--- config.mk ---
export PLATFORM = sky130hd
export DESIGN_NAME = ldl_rr_arbiter_flat
export DESIGN_NICKNAME = d
export VERILOG_FILES = /design/src/rtl/ldl_rr_arb_pkg.sv /design/src/rtl/ldl_rr_arbiter_if.sv /design/src/rtl/ldl_ffs.sv /design/src/rtl/ldl_ring_shift.sv /design/src/rtl/ldl_rr_arbiter.sv /design/src/flat_wrapper.sv
export SDC_FILE = /design/constraint.sdc
export NUM_CORES = 1
export LEC_CHECK = 0
export ABC_AREA = 1
export CORE_ASPECT_RATIO = 0.5
export CORE_MARGIN = 3
export CORE_UTILIZATION = 52
export CTS_BUF_LIST = sky130_fd_sc_hd__clkbuf_8 sky130_fd_sc_hd__clkbuf_16
export DETAILED_ROUTE_END_ITERATION = 7
export PLACE_DENSITY = 0.88
export SYNTH_ARGS = -nofsm -noshare
export SYNTH_HDL_FRONTEND = slang
export SYNTH_SLANG_ARGS = --single-unit
--- constraint.sdc ---
create_clock -name clk -period 5.93 [get_ports clk]
set_input_delay 1.186 -clock clk [delete_from_list [all_inputs] [get_ports clk]]
set_output_delay 1.186 -clock clk [all_outputs]
set_load 0.05 [all_outputs]
--- src/rtl/ldl_rr_arb_pkg.sv ---
//==============================================================================
// Package  : ldl_rr_arb_pkg
// Purpose  : Shared state encoding and modular helper for ldl_rr_arbiter.
// Revision : 1.0 - initial release
//==============================================================================
`default_nettype none

package ldl_rr_arb_pkg;

  typedef enum logic [1:0] {
    IDLE   = 2'd0,
    GRANT  = 2'd1,
    LOCKED = 2'd2
  } state_e;

  localparam logic [1:0] c_ST_IDLE   = IDLE;
  localparam logic [1:0] c_ST_GRANT  = GRANT;
  localparam logic [1:0] c_ST_LOCKED = LOCKED;

  // Valid only for a, b < n: a single conditional subtract replaces a divider.
  function automatic int unsigned mod_add(input int unsigned a, input int unsigned b,
                                          input int unsigned n);
    int unsigned s;
    s = a + b;
    if (s >= n) s = s - n;
    return s;
  endfunction

endpackage

`default_nettype wire

--- src/rtl/ldl_rr_arbiter_if.sv ---
//==============================================================================
// Interface : ldl_rr_arbiter_if
// Purpose   : Request / grant handshake bundle between requesters and arbiter.
// Revision  : 1.0 - initial release
//==============================================================================
`default_nettype none

interface ldl_rr_arbiter_if #(
  parameter int N = 8
);
  localparam int IW = $clog2(N);

  logic [N-1:0]  req;
  logic          gnt_rdy;
  logic          lock;
  logic          gnt_vld;
  logic [N-1:0]  gnt;
  logic [IW-1:0] gnt_id;

  modport master (output req, gnt_rdy, lock, input gnt_vld, gnt, gnt_id);
  modport slave  (input req, gnt_rdy, lock, output gnt_vld, gnt, gnt_id);
endinterface

`default_nettype wire

--- src/rtl/ldl_ffs.sv ---
//==============================================================================
// Module   : ldl_ffs
// Purpose  : Find-first-set: index of the lowest set bit plus a found flag.
// Revision : 1.0 - initial release
//==============================================================================
`default_nettype none

module ldl_ffs #(
  parameter int N  = 8,
  parameter int IW = $clog2(N)
) (
  input  logic [N-1:0]  i_vec,
  output logic [IW-1:0] o_idx,
  output logic          o_found
);
  always_comb begin
    o_idx   = '0;
    o_found = |i_vec;
    for (int i = N - 1; i >= 0; i--) begin
      if (i_vec[i]) o_idx = IW'(i);
    end
  end
endmodule

`default_nettype wire

--- src/rtl/ldl_ring_shift.sv ---
//==============================================================================
// Module   : ldl_ring_shift
// Purpose  : Combinational ring rotate; i_dir=0 rotates right (bit step -> bit 0).
// Revision : 1.0 - initial release
//==============================================================================
`default_nettype none

module ldl_ring_shift #(
  parameter int WIDTH = 8,
  parameter int SW    = $clog2(WIDTH)
) (
  input  logic [WIDTH-1:0] i_data,
  input  logic [SW-1:0]    i_step,
  input  logic             i_dir,
  output logic [WIDTH-1:0] o_data
);
  localparam logic [SW:0] c_W = (SW+1)'(WIDTH);

  logic [SW:0] w_ofs;
  logic [SW:0] w_src;

  // Left rotate is a right rotate by WIDTH-step; i_step must be < WIDTH.
  always_comb begin
    w_ofs  = i_dir ? (c_W - {1'b0, i_step}) : {1'b0, i_step};
    w_src  = '0;
    o_data = '0;
    for (int i = 0; i < WIDTH; i++) begin
      w_src = (SW+1)'(i) + w_ofs;
      if (w_src >= c_W) w_src = w_src - c_W;
      o_data[i] = i_data[w_src[SW-1:0]];
    end
  end
endmodule

`default_nettype wire

--- src/rtl/ldl_rr_arbiter.sv ---
//==============================================================================
// Module   : ldl_rr_arbiter
// Purpose  : Round-robin arbiter with registered one-hot grant and valid/ready
//            grant handshake. Owner lock is built only when LDL_RR_ARB_LOCK_EN
//            is defined.
// Revision : 1.0 - initial release
//==============================================================================
`default_nettype none

module ldl_rr_arbiter
  import ldl_rr_arb_pkg::*;
#(
  parameter int N = 8
) (
  input  logic            clk,
  input  logic            rst,
  ldl_rr_arbiter_if.slave bus
);
  localparam int            IW    = $clog2(N);
  localparam logic [IW:0]   c_N   = (IW+1)'(N);
  localparam logic [N-1:0]  c_ONE = N'(1);
`ifdef LDL_RR_ARB_LOCK_EN
  localparam bit            c_LOCK_EN = 1'b1;
`else
  localparam bit            c_LOCK_EN = 1'b0;
`endif

  logic [1:0]    r_state;
  logic [IW-1:0] r_ptr;
  logic [IW-1:0] r_gnt_id;
  logic [N-1:0]  r_gnt;
  logic          r_gnt_vld;

  logic          w_hs;
  logic          w_lock_hs;
  logic          w_lock_hold;
  logic [N-1:0]  w_owner_mask;
  logic [N-1:0]  w_elig;
  logic [IW-1:0] w_ptr_inc;
  logic [IW-1:0] w_arb_ptr;
  logic [N-1:0]  w_rot;
  logic [IW-1:0] w_k;
  logic          w_found;
  logic [IW:0]   w_sum;
  logic [IW-1:0] w_win;
  logic [N-1:0]  w_win_1h;

  assign w_hs         = r_gnt_vld & bus.gnt_rdy;
  assign w_lock_hs    = c_LOCK_EN & w_hs & bus.lock;
  assign w_lock_hold  = c_LOCK_EN & (r_state == c_ST_LOCKED) & ~w_hs;
  assign w_owner_mask = c_ONE << r_gnt_id;
  assign w_ptr_inc    = IW'(mod_add(32'(r_gnt_id), 32'd1, N));
  // On a handshake the next winner is searched from just past the current owner.
  assign w_arb_ptr    = w_hs ? w_ptr_inc : r_ptr;

  always_comb begin
    w_elig = bus.req;
    if (w_lock_hs || w_lock_hold) w_elig = bus.req & w_owner_mask;
    else if (w_hs)                w_elig = bus.req & ~r_gnt;
  end

  ldl_ring_shift #(.WIDTH(N), .SW(IW)) u_rot (
    .i_data (w_elig),
    .i_step (w_arb_ptr),
    .i_dir  (1'b0),
    .o_data (w_rot)
  );

  ldl_ffs #(.N(N), .IW(IW)) u_ffs (
    .i_vec   (w_rot),
    .o_idx   (w_k),
    .o_found (w_found)
  );

  always_comb begin
    w_sum = {1'b0, w_arb_ptr} + {1'b0, w_k};
    if (w_sum >= c_N) w_sum = w_sum - c_N;
    w_win    = w_sum[IW-1:0];
    w_win_1h = c_ONE << w_win;
  end

  always_ff @(posedge clk) begin
    if (rst) begin
      r_state   <= c_ST_IDLE;
      r_ptr     <= '0;
      r_gnt_id  <= '0;
      r_gnt     <= '0;
      r_gnt_vld <= 1'b0;
    end else if (w_hs) begin
      if (w_lock_hs) begin
        r_state   <= c_ST_LOCKED;
        r_gnt_vld <= w_found;
        r_gnt     <= w_found ? w_win_1h : '0;
      end else begin
        r_ptr <= w_ptr_inc;
        if (w_found) begin
          r_gnt    <= w_win_1h;
          r_gnt_id <= w_win;
          r_state  <= c_ST_GRANT;
        end else begin
          r_gnt_vld <= 1'b0;
          r_gnt     <= '0;
          r_state   <= c_ST_IDLE;
        end
      end
    end else begin
      case (r_state)
        c_ST_IDLE: begin
          if (w_found) begin
            r_gnt_vld <= 1'b1;
            r_gnt     <= w_win_1h;
            r_gnt_id  <= w_win;
            r_state   <= c_ST_GRANT;
          end
        end
`ifdef LDL_RR_ARB_LOCK_EN
        c_ST_LOCKED: begin
          if (!r_gnt_vld) begin
            if (w_found) begin
              r_gnt_vld <= 1'b1;
              r_gnt     <= w_win_1h;
            end else begin
              r_state <= c_ST_IDLE;
              r_ptr   <= w_ptr_inc;
            end
          end
        end
`endif
        default: ;
      endcase
    end
  end

  assign bus.gnt_vld = r_gnt_vld;
  assign bus.gnt     = r_gnt;
  assign bus.gnt_id  = r_gnt_id;
endmodule

`default_nettype wire
--- src/flat_wrapper.sv ---
// flat-port wrapper written by rule: the top's interface ports become plain ports
module ldl_rr_arbiter_flat import ldl_rr_arb_pkg::*;
#(
  parameter int N = 8
)
  (clk, rst, bus_req, bus_gnt_rdy, bus_lock, bus_gnt_vld, bus_gnt, bus_gnt_id);
  ldl_rr_arbiter_if #(.N(N)) bus_i ();
  input  logic clk;
  input  logic rst;
  input wire logic [$bits(bus_i.req)-1:0] bus_req;
  input wire logic [$bits(bus_i.gnt_rdy)-1:0] bus_gnt_rdy;
  input wire logic [$bits(bus_i.lock)-1:0] bus_lock;
  output wire logic [$bits(bus_i.gnt_vld)-1:0] bus_gnt_vld;
  output wire logic [$bits(bus_i.gnt)-1:0] bus_gnt;
  output wire logic [$bits(bus_i.gnt_id)-1:0] bus_gnt_id;
  assign bus_i.req = bus_req;
  assign bus_i.gnt_rdy = bus_gnt_rdy;
  assign bus_i.lock = bus_lock;
  assign bus_gnt_vld = bus_i.gnt_vld;
  assign bus_gnt = bus_i.gnt;
  assign bus_gnt_id = bus_i.gnt_id;
  ldl_rr_arbiter #(.N(N)) u_core (.clk(clk), .rst(rst), .bus(bus_i));
endmodule
run_1/layer_met3.png
(4 px per um) Cells faint in the background.
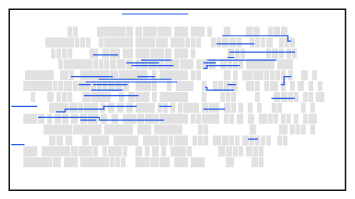
share of all routed wire: 7.1%
wire length on this layer: 304 um
longest straight run: 22.5 um
main direction: horizontal
nets with wire on the layer: 29
routed wire length: 4.29 mm
Via Count: 1750
met3 Resource Use GR: 3.83%

run_1/layer_met2.png
(4 px per um)
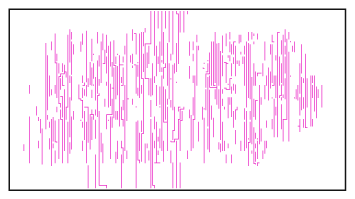
longest straight run: 26.2 um
nets with wire on the layer: 246
main direction: vertical
share of all routed wire: 47%
met2 Use GR: 43.0%

run_1/wires.png
(6 px per um)
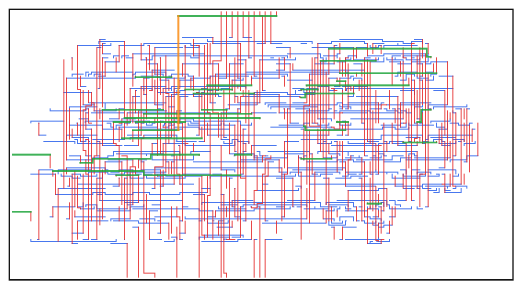
[orange] metal 4 | wire length: 19.0 um
[red] metal 2 | wire length: 2020 um
[green] metal 3 | wire length: 304 um
[blue] metal 1 | wire length: 1950 um
routed len/inst: 13.3 um
Total GRT Usage: 24.0%

## run 1: metal layers
layer  vias to the layer above  share of wire [%]  track usage (%)
met2                        72                 47             43.0
met4                         0               0.44             3.53
met5                         -                  0                0
li1                        896                  -                -
met3                         2                7.1             3.83
met1                       780                 45             31.9
## run 1: Yosys cell counts, types with 2 or more instances
cell       n  area (um^2)
nand2_2   11         68.8
dfxtp_1   16          320
nand2_1   98          368
o21ai_0    3         15.0
buf_2      3         15.0
nand3b_1   2         15.0
ha_1       3         37.5
nand4_1    4         25.0
a21oi_1    8         40.0
nand3_2    2         20.0
nor2_2     4         25.0
nand2_4    5         56.3
buf_6      2         22.5
inv_1     22         82.6
nor2_1    19         71.3
nand3_1   49          245
## run 1: sequential cells by signal, summed over array words and instances (netlist names)
signal and count:
u_core.bus.gnt 8, u_core.bus.gnt_id 3, u_core.bus.gnt_vld 1, u_core.r_ptr 3, u_core.r_state 1
## run 1: layout make-up
class	count	area share (%)
tap	37	2.49
inverter	24	4.92
timing repair buffer	24	12.7
sequential	16	17.2
clock buffer	4	2.96
multi-input combinational	218	59.7
## run 1: worst max path at each step
stage,from,end,slack [ns]
6_report,bus_gnt_rdy,u_core.bus.gnt[4],1.23
5_1_grt,bus_gnt_rdy,u_core.bus.gnt[4],0.90
4_1_cts,bus_gnt_rdy,u_core.bus.gnt[4],1.26
2_1_floorplan,bus_gnt_rdy,u_core.bus.gnt[4],1.98
3_3_place_gp,bus_gnt_rdy,u_core.bus.gnt[4],1.19
3_5_place_dp,bus_gnt_rdy,u_core.bus.gnt[4],1.03
## run 1: layout by cell type (no fill, tap or decap), drive strengths merged
master / n
ha: 3
clkdlybuf4s50: 22
a21boi: 1
inv: 23
xnor2: 1
o21bai: 1
nor2: 24
fa: 1
nand3b: 2
o21a: 1
nand4: 4
o221ai: 1
nand3: 52
a21oi: 8
nand2: 115
clkinv: 1
o21ai: 4
dfxtp: 16
clkbuf: 4
buf: 2
## run 1: power groups by stage
stage / Sequential, mW / Clock [mW] / Combinational [mW]
2_1_floorplan: 0.172 / 0 / 0.191
3_3_place_gp: 0.135 / 0 / 0.289
3_5_place_dp: 0.136 / 0 / 0.298
4_1_cts: 0.134 / 0.0974 / 0.302
5_1_grt: 0.135 / 0.102 / 0.336
6_report: 0.134 / 0.0962 / 0.304
## run 1: metrics by stage
| stage | total power [mW] | instance area, um^2 | hold WS (ns) |
|---|---|---|---|
| CTS | 0.533 | 1860 | 0.509 |
| finish | 0.535 | 1860 | 0.508 |
| detailed placement | 0.434 | 1800 | 0.500 |
| global route | 0.573 | 1860 | 0.525 |
| global placement | 0.424 | 1800 | 0.490 |
| floorplan | 0.363 | 1570 | 0.521 |
## run 1: kinds of logic (layout without fill, tap and decap cells)
group / Yosys count / in the layout / synth area share, %
AOI/OAI and AO/OA: 16 / 16 / 5.82
adders and majority gates: 4 / 4 / 3.67
DFF: 16 / 16 / 20.4
and+or+nand+nor: 197 / 197 / 60.6
xor gates and xnor gates: 1 / 1 / 0.558
buffers and inverters: 31 / 52 / 8.92
==> impl_metrics.csv, run 1 <==
group,metric,value,unit
setup_path,path_max_fanout,14,
setup_path,cp_top_family,"simple AND/OR/NAND/NOR gates",
floorplanning,die_w,83.7,um
layout,finalNonFillerCells,323,
sta,hold_viol,0,
placed_design,dp_hpwl,3.40,mm
global_routing,grt_overflow,0,
synthesis,ys.flops,16,
setup_path,slowest_stage,"clkdlybuf4s50_1",
pwr,combPwrFrac,56.9,%
setup_path,critical_path_required,6.11,ns
synthesis,yosysCellCount,265,
layout,final_nets,303,
floorplanning,core,0.00273,mm^2
min_path,hold_depth,2,
pwr,seqPwrFrac,25.1,%
clocking,cts_buffer_depth,2,
drt,drc,0,
sta,clock_skew,0.00194,ns
pwr,p_per_area,288,mW/mm^2
sta,fmax,213,MHz
synthesis,synthArstFlopShare,0,%
setup_path,criticalPathCategory,"primary input to flip-flop",
clocking,clock_sinks,16,
sta,slew_headroom,63.7,%
sta,worstMarginPinSlew,0.544,ns
synthesis,fp_nets,281,
setup_path,rrSetupSlack,1.87,ns
pwr,ir_worst_vdd,0.245,mV
clocking,root_buffer,"clkbuf_8",
setup_path,end_kind,"flip-flop",
sta,fin_crit_sh,79.2,%
setup_path,reg2reg_depth,23,
clocking,htreeDepth,1,
pwr,p_sw,0.254,mW
global_routing,grt_pass1_vias,1517,
run,warnings,27,
sta,layout_setup_ws,1.23,ns
setup_path,critical_path_depth,24,
layout,fill_cells,229,
clocking,cts-hold-fix-buffers,0,
layout,logic_area,0.00111,mm^2
drt,via_per_inst,5.42,
global_routing,grt_pass1_wl,7.11,mm
synthesis,syn-cell-area,0.00157,mm^2
pwr,p_int,0.280,mW
synthesis,yosysWarnings,0,
outcome,status,"completed",
floorplanning,die-area,0.00376,mm^2
setup_path,critPathLaunchType,"primary input",
synthesis,ys_seq_share,20.4,%
placed_design,place_inst,319,
layout,final_util,68.0,%
layout,antenna_cells,0,
setup_path,worstReg2RegEnd,"u_core.bus.gnt[4]",
synthesis,edf_count,0,
floorplanning,num_rows,13,
placed_design,dp_slack,1.03,ns
clocking,path_clk_slew,0.06,ns
clocking,post_cts_buffers,0,
run_1/power_grid.png
(6 px per um) Pins as bars on the die edge. Tap cells in grey.
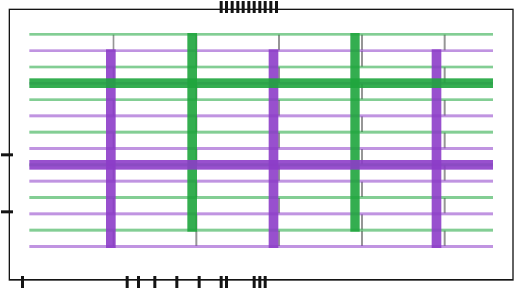

## Run 2: what changed since run 1
CORE_UTILIZATION = 49   (was 52)
PLACE_DENSITY = 0.87   (was 0.88)
clock period = 4.1 ns   (was 5.93 ns; I/O delays follow)
run_2/power_grid.png
(6 px per um) Pins as bars on the die edge. Tap cells in grey.
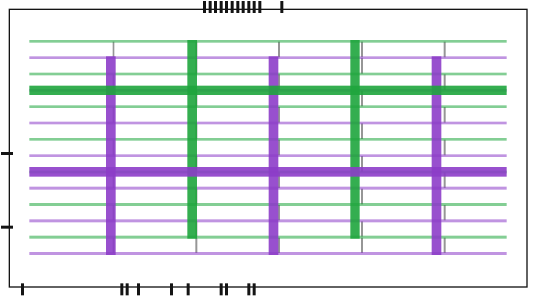
[purple] VSS
[green] VDD
met5 straps: 2
met1 rails: 14
tap cells: 37
peak supply drop: 0.300 mV
Die H: 46.0 um
Die Width: 86.1 um
core area: 0.00281 mm^2

==> impl_metrics.csv, run 2 <==
group,metric,value,unit
outcome,status,"completed",
sta,min_period,3.74,ns
synthesis,common_cells,"nand2_1 (98), nand3_1 (49), inv_1 (22), nor2_1 (19), dfxtp_1 (16)",
synthesis,synth.area.top_cells,"nand2_1 (23%), dfxtp_1 (20%), nand3_1 (16%)",
synthesis,ys_seq_share,20.4,%
synthesis,avgSynthCellArea,5.93,um^2
clocking,insertion_delay,0.25,ns
clocking,root_buffer,"clkbuf_8",
run,drv_cap,0,
setup_path,critPathLaunchType,"primary input",
drt,wl_per_cell,14.3,um
placed_design,place_congestion,0.915,
sta,finalSetupViolCount,0,
layout,finalNonFillerCells,365,
floorplanning,die-area,0.00396,mm^2
synthesis,top_area_cell,"nand2_1",
min_path,hold_depth,2,
layout,final_cell_area,0.00220,mm^2
min_path,worstHoldStart,"u_core.bus.gnt[0]",
sta,worstMarginPinSlew,0.509,ns
clocking,htreeDepth,1,
sta,maxSlewViolCount,0,
drt,drc,0,
setup_path,worstReg2RegEnd,"u_core.bus.gnt[7]",
clocking,clock_sinks,16,
setup_path,critical_path_required,4.23,ns
synthesis,yosysCellCount,265,
sta,clock_skew,0.00167,ns
synthesis,synth.most_common_cell,"nand2_1",
pwr,p_total,0.887,mW
placed_design,dp_slack,-0.301,ns
setup_path,worstPathArrival,3.87,ns
setup_path,r2r-start,"u_core.bus.gnt_vld",
global_routing,grt_overflow,0,
synthesis,ys.flop_type,"dfxtp_1",
sta,rsz0062_at_grt,"no",
pwr,p_per_area,404,mW/mm^2
floorplanning,num_rows,13,
global_routing,grt_pass1_wl,8.59,mm
sta,hold_ws,0.519,ns
placed_design,dp_hpwl,3.91,mm
layout,fill_cells,205,
run,warnings,27,
layout,final_nets,346,
synthesis,syn-cell-area,0.00157,mm^2
layout,area_delta_synth_final,40.0,%
clocking,path_clk_slew,0.06,ns
synthesis,yosysUniqueCellTypes,30,
global_routing,grt_use_total,27.7,%
global_routing,antenna_found_initial,0,
placed_design,portBuffers,22,
min_path,whs_endpoint,"u_core.bus.gnt[0]",
layout,antenna_cells,0,
sta,slew_headroom,65.9,%
floorplanning,fp_util,55.8,%
global_routing,grt_pass1_vias,1950,
setup_path,end_kind,"flip-flop",
pwr,p_leak,1.14,nW
setup_path,rrSetupSlack,0.59,ns
layout,final_cell_mix,"nand2_1 (98), nand3_1 (49), buf_4 (45)",
setup_path,reg2reg_depth,24,
sta,hold_viol,0,
drt,dr.pass1.iters,6,
clocking,cts_buffers,3,
clocking,cts_buffer_depth,2,
placed_design,place_inst,361,
layout,layout_top_cell,"nand2_1",
synthesis,synthArstFlopShare,0,%
clocking,cts_tree,"done",
sta,fmax,268,MHz
synthesis,syn_inst,265,
drt,ant_nets,0,
placed_design,dpl_cell_area,0.00212,mm^2
floorplanning,ios,24,
synthesis,edf_count,0,
layout,drive_above_1_share,23.8,%
synthesis,ys.flops,16,
setup_path,criticalPathCategory,"primary input to flip-flop",
synthesis,yosysWarnings,0,
synthesis,top_cell_area_share,23.4,%
layout,largest_reg_flops,8,
sta,layout_setup_ws,0.362,ns
global_routing,grt_max_degree,13,
synthesis,fp_nets,281,
min_path,hold_path_class,"flip-flop to flip-flop",
setup_path,path_max_fanout,8,
synthesis,yosysChipArea,0.00157,mm^2
drt,drtIter0Drc,215,
sta,fin_crit_sh,91.2,%
drt,via_per_inst,5.60,
run_2/layer_met2.png
(4 px per um)
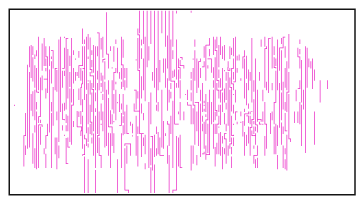
met2 Use GR: 52.8%
Via Count: 2045
routed wire length: 5.23 mm

run 2: cell counts after synthesis:
No cell type changed its count.
run 2: cell type report:
class	count	area, um^2	area share [%]
inverters	24	91.3	4.15
repair buffers	67	561	25.5
clock buffers	3	41.3	1.88
multi-input cells	218	1140	51.8
flip-flops and latches	16	320	14.6
well taps	37	46.3	2.11
run 2: worst max-delay path by stage:
stage	start	cells past startpoint	slack, ns	to
final	bus_gnt_rdy	24	0.36	u_core.bus.gnt[7]
after global routing	bus_gnt_rdy	23	0.11	u_core.bus.gnt[4]
after CTS	bus_gnt_rdy	24	0.02	u_core.bus.gnt[4]
after detailed placement	bus_gnt_rdy	24	-0.30	u_core.bus.gnt[7]
after global placement	bus_gnt_rdy	24	-0.18	u_core.bus.gnt[4]
after floorplan	bus_gnt_rdy	24	0.52	u_core.bus.gnt[4]
run 2: cell families after synthesis:
family          Yosys count  share of synthesized area [%]
xor+xnor                  1                          0.558
flops                    16                           20.4
compound gates           16                           5.82
buf+inv                  31                           8.92
fa+ha+maj                 4                           3.67
simple gates            197                           60.6
run 2: repair_timing:
action,4_1_cts,5_1_grt
gates resized,1,5
hold buffers,0,0
endpoints found under the setup margin,7,10
pin swaps,0,1
setup buffers,0,1
run 2: metal layers:
layer,vias up,part of all wire [%],global-route usage [%]
li1,986,-,-
met3,19,8.0,4.33
met1,930,42,33.2
met4,0,2.5,7.57
met5,-,0,0
met2,110,48,52.8
run 2: power breakdown:
part	internal, mW	total [mW]	switching (mW)
Sequential	0.175	0.193	0.0185
Combinational	0.238	0.574	0.335
Clock	0.0653	0.120	0.0550
run 2: per-stage QoR:
| step | setup TNS (ns) | utilization, % |
|---|---|---|
| global placement | -1.22 | 75.3 |
| finish | 0 | 78.1 |
| floorplan | 0 | - |
| detailed placement | -2.28 | 75.3 |
| CTS | 0 | 76.7 |
| global route | 0 | 78.1 |
run 2: critical path: stages:
cell and delay [ns]:
dlymetal6s2s_1 0.16, nand2_2 0.15, buf_4 0.13, buf_4 0.11
nand2_1 0.11, nand2_2 0.19, nand2_1 0.07, nand2_1 0.11
nand3_1 0.08, nand2_1 0.10, a21oi_1 0.08, o21ai_0 0.14
nand2_1 0.09, a21boi_2 0.20, ha_1 0.17, inv_1 0.05
fa_1 0.40, xnor2_2 0.17, inv_1 0.07, nand3_2 0.13
nand2_4 0.14, nor2_1 0.06, nor2_1 0.10, nor2_1 0.05
run_2/wires.png
(6 px per um)
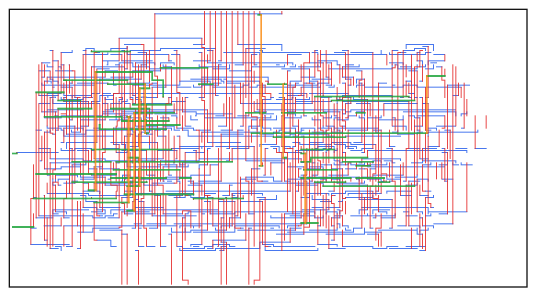

## Run 3: what changed since run 2
PLACE_DENSITY = 0.88   (was 0.87)
SLEW_MARGIN = 5   (was default)
SYNTH_HIERARCHICAL = 1   (was default)
run_3/wires.png
(6 px per um)
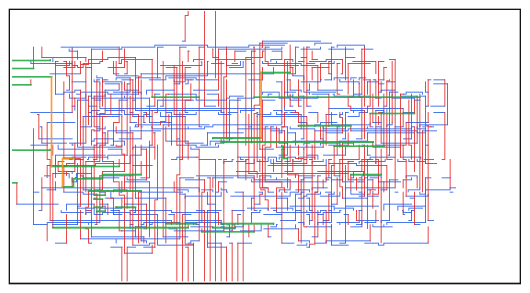
[orange] metal 4 | wire length: 32.4 um
[red] metal 2 | wire length: 1990 um
[green] metal 3 | wire length: 227 um
[blue] metal 1 | wire length: 1770 um
routed wire length: 4.02 mm
Total GRT Usage: 21.1%

==> impl_metrics.csv, run 3 <==
group,metric,value,unit
synthesis,edf_count,0,
synthesis,yosysUniqueCellTypes,30,
placed_design,dp_hpwl,3.08,mm
synthesis,ys_seq_share,21.0,%
synthesis,ys.flop_type,"dfxtp_1",
global_routing,met1_usage,26.7,%
placed_design,dp_slack,-0.335,ns
setup_path,critPathLaunchType,"primary input",
synthesis,synthArstFlopShare,0,%
floorplanning,die_y,45.5,um
drt,via_per_inst,5.02,
synthesis,syn_inst,262,
layout,final_cell_area,0.00203,mm^2
synthesis,common_cells,"nand2_1 (111), inv_1 (40), nand3_1 (29), dfxtp_1 (16), nor2_1 (11)",
setup_path,criticalPathCategory,"primary input to flip-flop",
synthesis,top_cell_area_share,27.3,%
layout,final_nets,329,
clocking,cts-hold-fix-buffers,0,
floorplanning,ios,24,
placed_design,portBuffers,22,
clocking,cts_tree,"done",
setup_path,path_max_fanout,5,
clocking,clock_sinks,16,
setup_path,worstPathArrival,3.84,ns
drt,wl_per_cell,11.6,um
layout,area_delta_synth_final,33.1,%
global_routing,grt_pass1_vias,1540,
global_routing,grt_max_degree,17,
sta,worstMarginPinSlew,0.655,ns
synthesis,yosysChipArea,0.00153,mm^2
clocking,cts_buffer_depth,2,
clocking,insertion_delay,0.25,ns
sta,clock_skew,0.00281,ns
drt,dr.pass1.iters,5,
min_path,hold_path_class,"flip-flop to flip-flop",
synthesis,synth.area.top_cells,"nand2_1 (27%), dfxtp_1 (21%), inv_1 (9.8%)",
setup_path,r2r-start,"u_core/bus.gnt_id[0]",
sta,hold_viol,0,
placed_design,dpl_cell_area,0.00193,mm^2
layout,logic_area,0.00108,mm^2
drt,drtIter0Drc,134,
layout,largest_reg_flops,8,
sta,min_period,3.73,ns
sta,finalSetupViolCount,0,
layout,flop_area,320,um^2
global_routing,grt_util_met2,40.4,%
floorplanning,die-area,0.00386,mm^2
synthesis,yosysCellCount,262,
synthesis,top_area_cell,"nand2_1",
sta,slew_headroom,56.2,%
synthesis,ys.flops,16,
global_routing,grt_pass1_wl,6.61,mm
layout,fill_cells,215,
floorplanning,fp_util,54.9,%
synthesis,avgSynthCellArea,5.83,um^2
synthesis,syn-cell-area,0.00153,mm^2
synthesis,synth.most_common_cell,"nand2_1",
layout,antenna_cells,0,
drt,drc,0,
min_path,worstHoldStart,"u_core/bus.gnt_id[1]",
synthesis,yosysWarnings,6,
clocking,htreeDepth,1,
clocking,root_buffer,"clkbuf_8",
placed_design,place_congestion,0.930,
floorplanning,die_w,84.9,um
sta,layout_setup_ws,0.369,ns
sta,fin_crit_sh,91.0,%
pwr,p_per_area,756,mW/mm^2
layout,drive_above_1_share,18.7,%
sta,maxSlewViolCount,0,
clocking,cts_buffers,3,
setup_path,critical_path_required,4.21,ns
layout,final_cell_mix,"nand2_1 (109), inv_1 (38), nand3_1 (29)",
pwr,p_leak,1.06,nW
setup_path,crit_start,"bus_gnt_rdy",
floorplanning,core,0.00278,mm^2
pwr,ir_worst_vdd,0.480,mV
run,warnings,27,
outcome,status,"completed",
drt,ant_nets,0,
sta,fmax,268,MHz
global_routing,antenna_found_initial,0,
clocking,path_clk_slew,0.06,ns
setup_path,end_kind,"flip-flop",
run,drv_cap,0,
layout,layout_top_cell,"nand2_1",
floorplanning,num_rows,13,
global_routing,busiest_layer,"met2",
sta,rsz0062_at_grt,"no",
global_routing,grt_overflow,0,
run_3/layer_met3.png
(4 px per um) Cells faint in the background.
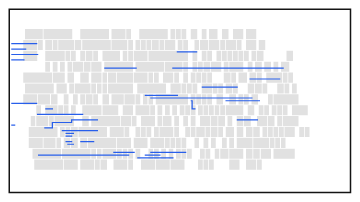
longest straight run: 27.6 um
share of all routed wire: 5.7%
nets with wire on the layer: 26
wire length on this layer: 227 um
met3 Resource Use GR: 2.17%
Via Count: 1742

## run 3: cell types whose count changed after synthesis, moves of 8 or more
cell     previous run  this run
nor2_1             19        11
nand3_1            49        29
inv_1              22        40
nand2_2            11         2
nand2_1            98       111
## run 3: logic make-up after synthesis
group           count (synthesis)  share of synthesized area (%)
fa+ha+maj                       5                           4.59
simple gates                  171                           52.5
compound gates                 23                           9.18
flops                          16                           21.0
other cells                     1                          0.246
xor+xnor                        1                          0.574
buf+inv                        45                           12.0
## run 3: path summary, 6_finish.rpt
kind	end	slack, ns	cells after the start
setup / recovery	u_core/bus.gnt[0]	0.37	27
hold / removal	u_core/bus.gnt_id[1]	0.49	2
setup reg to reg	u_core/bus.gnt[0]	0.58	27
hold reg to reg	u_core/bus.gnt_id[1]	0.49	2
## run 3: cell type report
| class | count | share of cell area, % |
|---|---|---|
| Clock buffer | 3 | 2.03 |
| Inverter | 43 | 8.19 |
| Multi-Input combinational cell | 205 | 53.0 |
| Sequential cell | 16 | 15.8 |
| Tap cell | 37 | 2.28 |
| Timing Repair Buffer | 43 | 18.7 |
## run 3: worst max-delay path, stage by stage
cell	delay, ns
dlymetal6s2s_1	0.15
nand2_4	0.09
nand2_1	0.09
o21ai_0	0.11
buf_4	0.18
inv_2	0.06
ha_2	0.20
inv_2	0.06
buf_4	0.14
o21ai_1	0.17
nand3_1	0.11
nand2_1	0.09
nand2_1	0.05
nand2_1	0.05
nand2_1	0.04
nand2_1	0.05
nand2_1	0.04
a21oi_1	0.14
ha_1	0.16
inv_1	0.05
fa_2	0.38
xnor2_4	0.19
inv_1	0.10
nand2_4	0.11
nand2_4	0.07
nand2_1	0.09
a21oi_2	0.05
## run 3: timing repair
item / in CTS / in global routing
buffers inserted: 2 / 0
setup endpoints to repair: 9 / 10
pin swaps: 3 / 1
resized: 5 / 6
## run 3: per-layer routing
layer | share of wire, % | routed length (um) | vias up
met1 | 44 | 1770 | 779
met4 | 0.80 | 32 | 0
met5 | 0 | 0 | -
met3 | 5.6 | 226 | 6
met2 | 50 | 1990 | 53
li1 | - | - | 904
## run 3: through the flow
step | TNS, ns | power [mW] | hold WS, ns | instances | utilization, %
final | 0 | 1.54 | 0.494 | 347 | 73.1
after global routing | 0 | 1.66 | 0.521 | 347 | 73.1
after CTS | 0 | 1.49 | 0.487 | 347 | 72.1
after detailed placement | -2.77 | 1.33 | 0.477 | 342 | 69.5
after global placement | -1.85 | 1.29 | 0.473 | 342 | 69.5
after floorplan | 0 | 0.986 | 0.490 | 266 | -
## run 3: power breakdown
part	switching (mW)	internal [mW]
sequential	0.0363	0.198
clock	0.0492	0.0651
combinational	0.720	0.468
Power is estimated from default activity; no workload was simulated.
